==> config.mk <==
export PLATFORM = sky130hd
export DESIGN_NAME = lfsr_4bit
export DESIGN_NICKNAME = d
export VERILOG_FILES = /design/src/rtl/lfsr_4bit.sv
export SDC_FILE = /design/constraint.sdc
export NUM_CORES = 1
export LEC_CHECK = 0
export CAP_MARGIN = 0
export CORE_AREA = 2 2 39 41
export CTS_BUF_LIST = sky130_fd_sc_hd__clkbuf_4 sky130_fd_sc_hd__clkbuf_8
export DETAILED_ROUTE_END_ITERATION = 8
export DIE_AREA = 0 0 41 43
export SLEW_MARGIN = 15
export SYNTH_ARGS = -nofsm -noshare
export SYNTH_HDL_FRONTEND = slang
export SYNTH_SLANG_ARGS = --single-unit
==> constraint.sdc <==
create_clock -name clk -period 2.6 [get_ports clk]
set_clock_uncertainty 0.15 [all_clocks]
set_input_delay 0.26 -clock clk [delete_from_list [all_inputs] [get_ports clk]]
set_output_delay 0.26 -clock clk [all_outputs]
set_load 0.01 [all_outputs]
### Sizing map, run 1

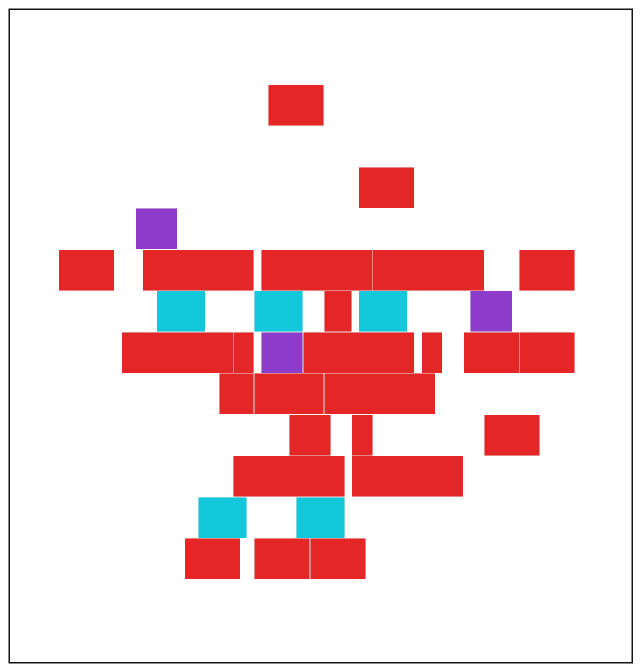
legend:
  x3 and x4:
    colour: purple
    cells: 3
    share: 9.1%
  x2:
    colour: cyan
    cells: 5
    share: 15%
  x1 and smaller:
    colour: red
    cells: 25
    share: 76%
final setup margin: 1040 ps
Area Growth Syn to Fin: 53.2%
Buffers, non-clock: 10

### Clock network drawn from the DEF, run 1

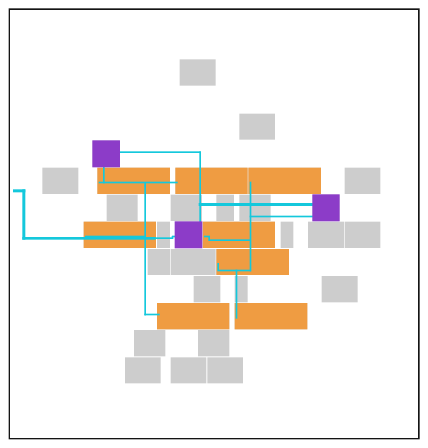
legend:
  clock wires:
    colour: cyan
    length: 113 um
  flip-flops:
    colour: orange
    count: 8
  clock-net drivers:
    colour: purple
    count: 3
routed clock nets: 4
flops lie: centre
Insertion Delay late pin: 250 ps
clock group share of total power: 0.365
clk pwr: 0.0000921 W

### Cells coloured by class, run 1

Bar = 10 um.
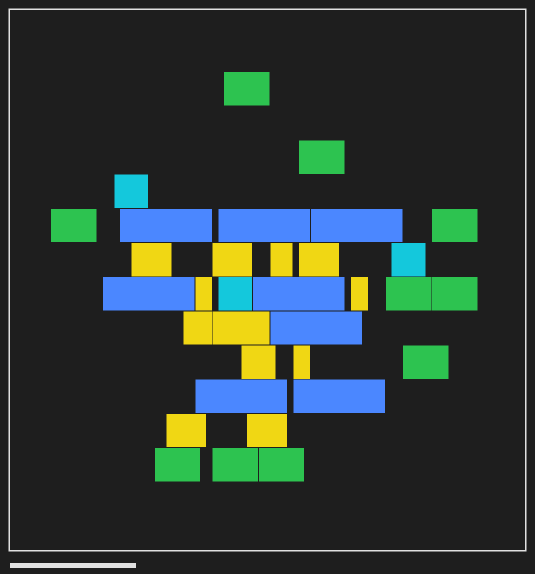
legend:
  remaining logic cells:
    colour: yellow
    cells: 12
    share_of_their_area: 23%
  registers:
    colour: blue
    cells: 8
    share_of_their_area: 43%
  clock-net drivers:
    colour: cyan
    cells: 3
    share_of_their_area: 6.1%
  remaining buffers and delay cells:
    colour: green
    cells: 10
    share_of_their_area: 27%
core footprint: 1380 um^2
Design Area, Final: 389 um^2
Post-Route Utilization: 0.281
sequential share of cell area: 0.412

### Clock nets, run 1

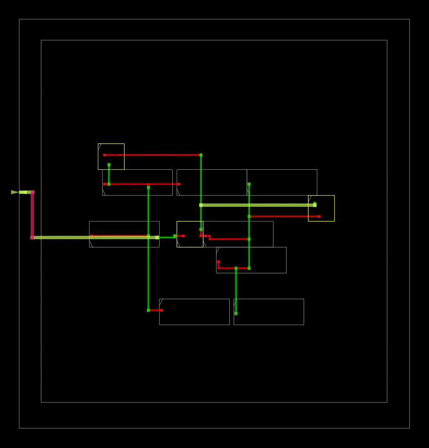
final-layout clock buffer total: 3
flop count: 8
# clock sinks: 8
CTS Buf Count: 3

==> Changelog: implementation, run 1 <==
### Implementation results

* Outcome: finished, final reports clean
* Die Ht at 43 um
* CTS tree: built
* CP max stage cell: clkdlybuf4s50_1
* Top Usage Layer GRT: met3
* Comb gate area at 78.8 um^2
* Fa+ha+maj area frac at 0.0493
* Post-CTS Resized at 0
* Number of global-route vias before repair at 159
* Worst EP arrival at 1150 ps
* Reg2reg path depth at 4
* Post-synthesis register bit count at 8
* Min cycle time layout at 1560 ps
* Aoi share at 0
* Floorplan Nets at 24
* # Post-CTS Setup Buffers at 0
* WP data required at 2190 ps
* Site Rows at 14
* Reg area at between 150 and 200 um^2
* # DRC at 0
* ANT cells at 0
* Synth async-reset ratio at 0
* I/O pins at 11
* Slew Viols, Final at 0
* Clk slew on worst S/H paths at 50 ps
* WL met1 at between 150 and 200 um
* Yosys Chip Area at 254 um^2
* Vias at 179
* Critical Path Start Type: register
* Antenna violations before repair at 0
* Log Warnings at 26
* CTS root buffer: clkbuf_4
* Comb area share at 0.203
* FILL cells at 149
* Largest net degree at the start of global routing at 9
* Final cell count without fillers at 49
* Top comb family, area: simple AND/OR/NAND/NOR gates
* Post-Syn Area at 254 um^2
* I/O Buffers at 10
* Gr usage total at 0.0685
* Combinational share of power at 0.109
* GR Util met1 at 0.0617
* Mux contribution to synthesized area at 0
* Final GP Congestion at 0.674
* Final Hold Fails at 0
* Crit path buf inv count at 1
* Pre-antenna DRT Iters at 1
* Fin Setup TNS at 0 ps
* Hold Crit Class: register to register
* Highest-power group: sequential cells
* Top sig layer: met4
* Met2 WL at 190 um
* Register area share after synthesis at 0.631
* Synth warn at 0
* Comb pwr at 0.0000276 W
* Synth top cells by count: dfxtp_1, and2b_2, inv_1
* Max-slew headroom at 0.804
* Top cell category: sequential cells
* Most numerous logic cells after layout: clkdlybuf4s50_1, dfxtp_1, and2b_2
* Dominant logic cell type in the layout: clkdlybuf4s50_1
* Layout cells sized above 1 at 0.242
* Total Power at 0.000252 W
* DR WL met3 at 52 um
* # Cells Yosys at 21
* Endpoints failing setup at 0
* Post-synth top area cell: dfxtp_1
* ANT nets after route at 0
* WHS at approximately 330 ps
* Crit end category: output pin
* Power density cells at 648 nW/um^2
* Post-CTS Hold Buffers at 0
* Fp_density at 0.184
* Lkg Pwr at about 0.16 nW
* Initial drt markers at 0
* Dominant cell area share at 0.631
* Peak VDD IR at roughly 0.25 mV
* Avg Synthesized Cell Area at approximately 12 um^2
* CTS H-tree depth at 1
* Critical-path cell list: clkdlybuf4s50_1
* Worst hold path cell count at 1
* Top FF cell, synth: dfxtp_1
* Register-to-Register Setup Slack at between 1000 and 1500 ps
* Placed Instances at about 46
* Die Width at between 40 and 50 um
* Fmax at 0.641 GHz
* Period utilisation layout at 0.600
* Post-DR wirelength/cell at 8.67 um
* Post-placement cell area at 367 um^2
### Metal 1, run 1

Supply wires on this layer in grey.
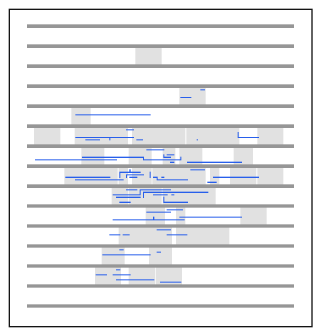

==> run 1 -> run 2 <==
clock period = 1.3 ns   (was 2.6 ns; I/O delays follow)
### Metal 1, run 2

Supply wires on this layer in grey.
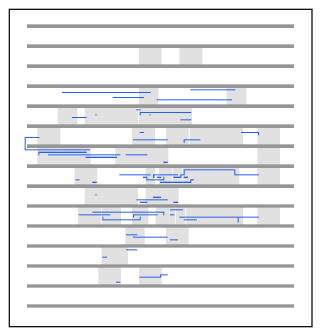
longest straight run: 12.0 um
share of all routed wire: 45%
main direction: horizontal
DRT Wirelength: 397 um
GR Util met1: 0.0621
Vias: 172

==> run 2 against run 1 <==
Compared with the run above: first-iteration DRC count rose by 3; total power up 97%; clock power is 95% higher; core utilization up 0.45 points; synthesized cell count stayed put; critical path depth grew 3; sequential power is 100% higher; setup slack worse by 990 ps; area after synthesis is the same; global-route usage down 0.59 points; routed wire length decreased by 6.6%; highest routed layer is now met3.
==> Changelog: implementation, run 2 <==
### Implementation results

* Top comb family, area: simple AND/OR/NAND/NOR gates (unchanged)
* Worst EP arrival at 1230 ps (was 1150 ps)
* Reg2reg path depth at 4 (unchanged)
* Final-layout clock buffer total at 3 (unchanged)
* Final cell count without fillers at 51 (was 49)
* Met2 WL at 182 um (was 190 um)
* Hold Crit Class: register to register (unchanged)
* Floorplan Nets at 24 (unchanged)
* Fp_density at 0.184 (unchanged)
* WHS at 309 ps (was 328 ps)
* Slew Viols, Final at 0 (unchanged)
* Reg area at 163 um^2 (was 160 um^2)
* Clock group share of total power at 0.364 (was 0.365)
* Post-synthesis register bit count at 8 (unchanged)
* Pre-antenna DRT Iters at 2 (was 1)
* Top FF cell, synth: dfxtp_1 (unchanged)
* Outcome: finished, final reports clean (unchanged)
* Endpoints failing setup at 0 (unchanged)
* Post-CTS Hold Buffers at 0 (unchanged)
* Post-CTS Resized at 9 (was 0)
* Clk slew on worst S/H paths at 50 ps (about the same)
* Synth top cells by count: dfxtp_1, and2b_2, inv_1 (unchanged)
* Sequential share of cell area at 0.411 (was 0.412)
* Peak VDD IR at 0.488 mV (was 0.248 mV)
* # Cells Yosys at 21 (unchanged)
* Log Warnings at 26 (unchanged)
* Comb pwr at 0.0000496 W (was 0.0000276 W)
* Synth async-reset ratio at 0 (unchanged)
* Number of global-route vias before repair at 165 (was 159)
* CTS root buffer: clkbuf_4 (unchanged)
* Antenna violations before repair at 0 (unchanged)
* Top cell category: sequential cells (unchanged)
* Layout cells sized above 1 at 0.371 (was 0.242)
* CTS tree: built (unchanged)
* Critical-path cell list: inv_1 -> ha_1 -> nor3b_1 -> or3_1 (was clkdlybuf4s50_1)
* Final setup margin at 47.5 ps (was 1040 ps)
* Lkg Pwr at 0.204 nW (was 0.159 nW)
* WP data required at 1270 ps (was 2190 ps)
* Gr usage total at 0.0626 (was 0.0685)
### Clock nets, run 2

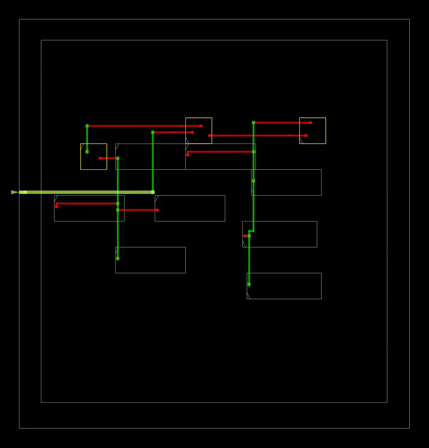
clk pwr: 0.000180 W
Insertion Delay late pin: 240 ps

No activity file was given, so power comes from the tool's default toggle rates.
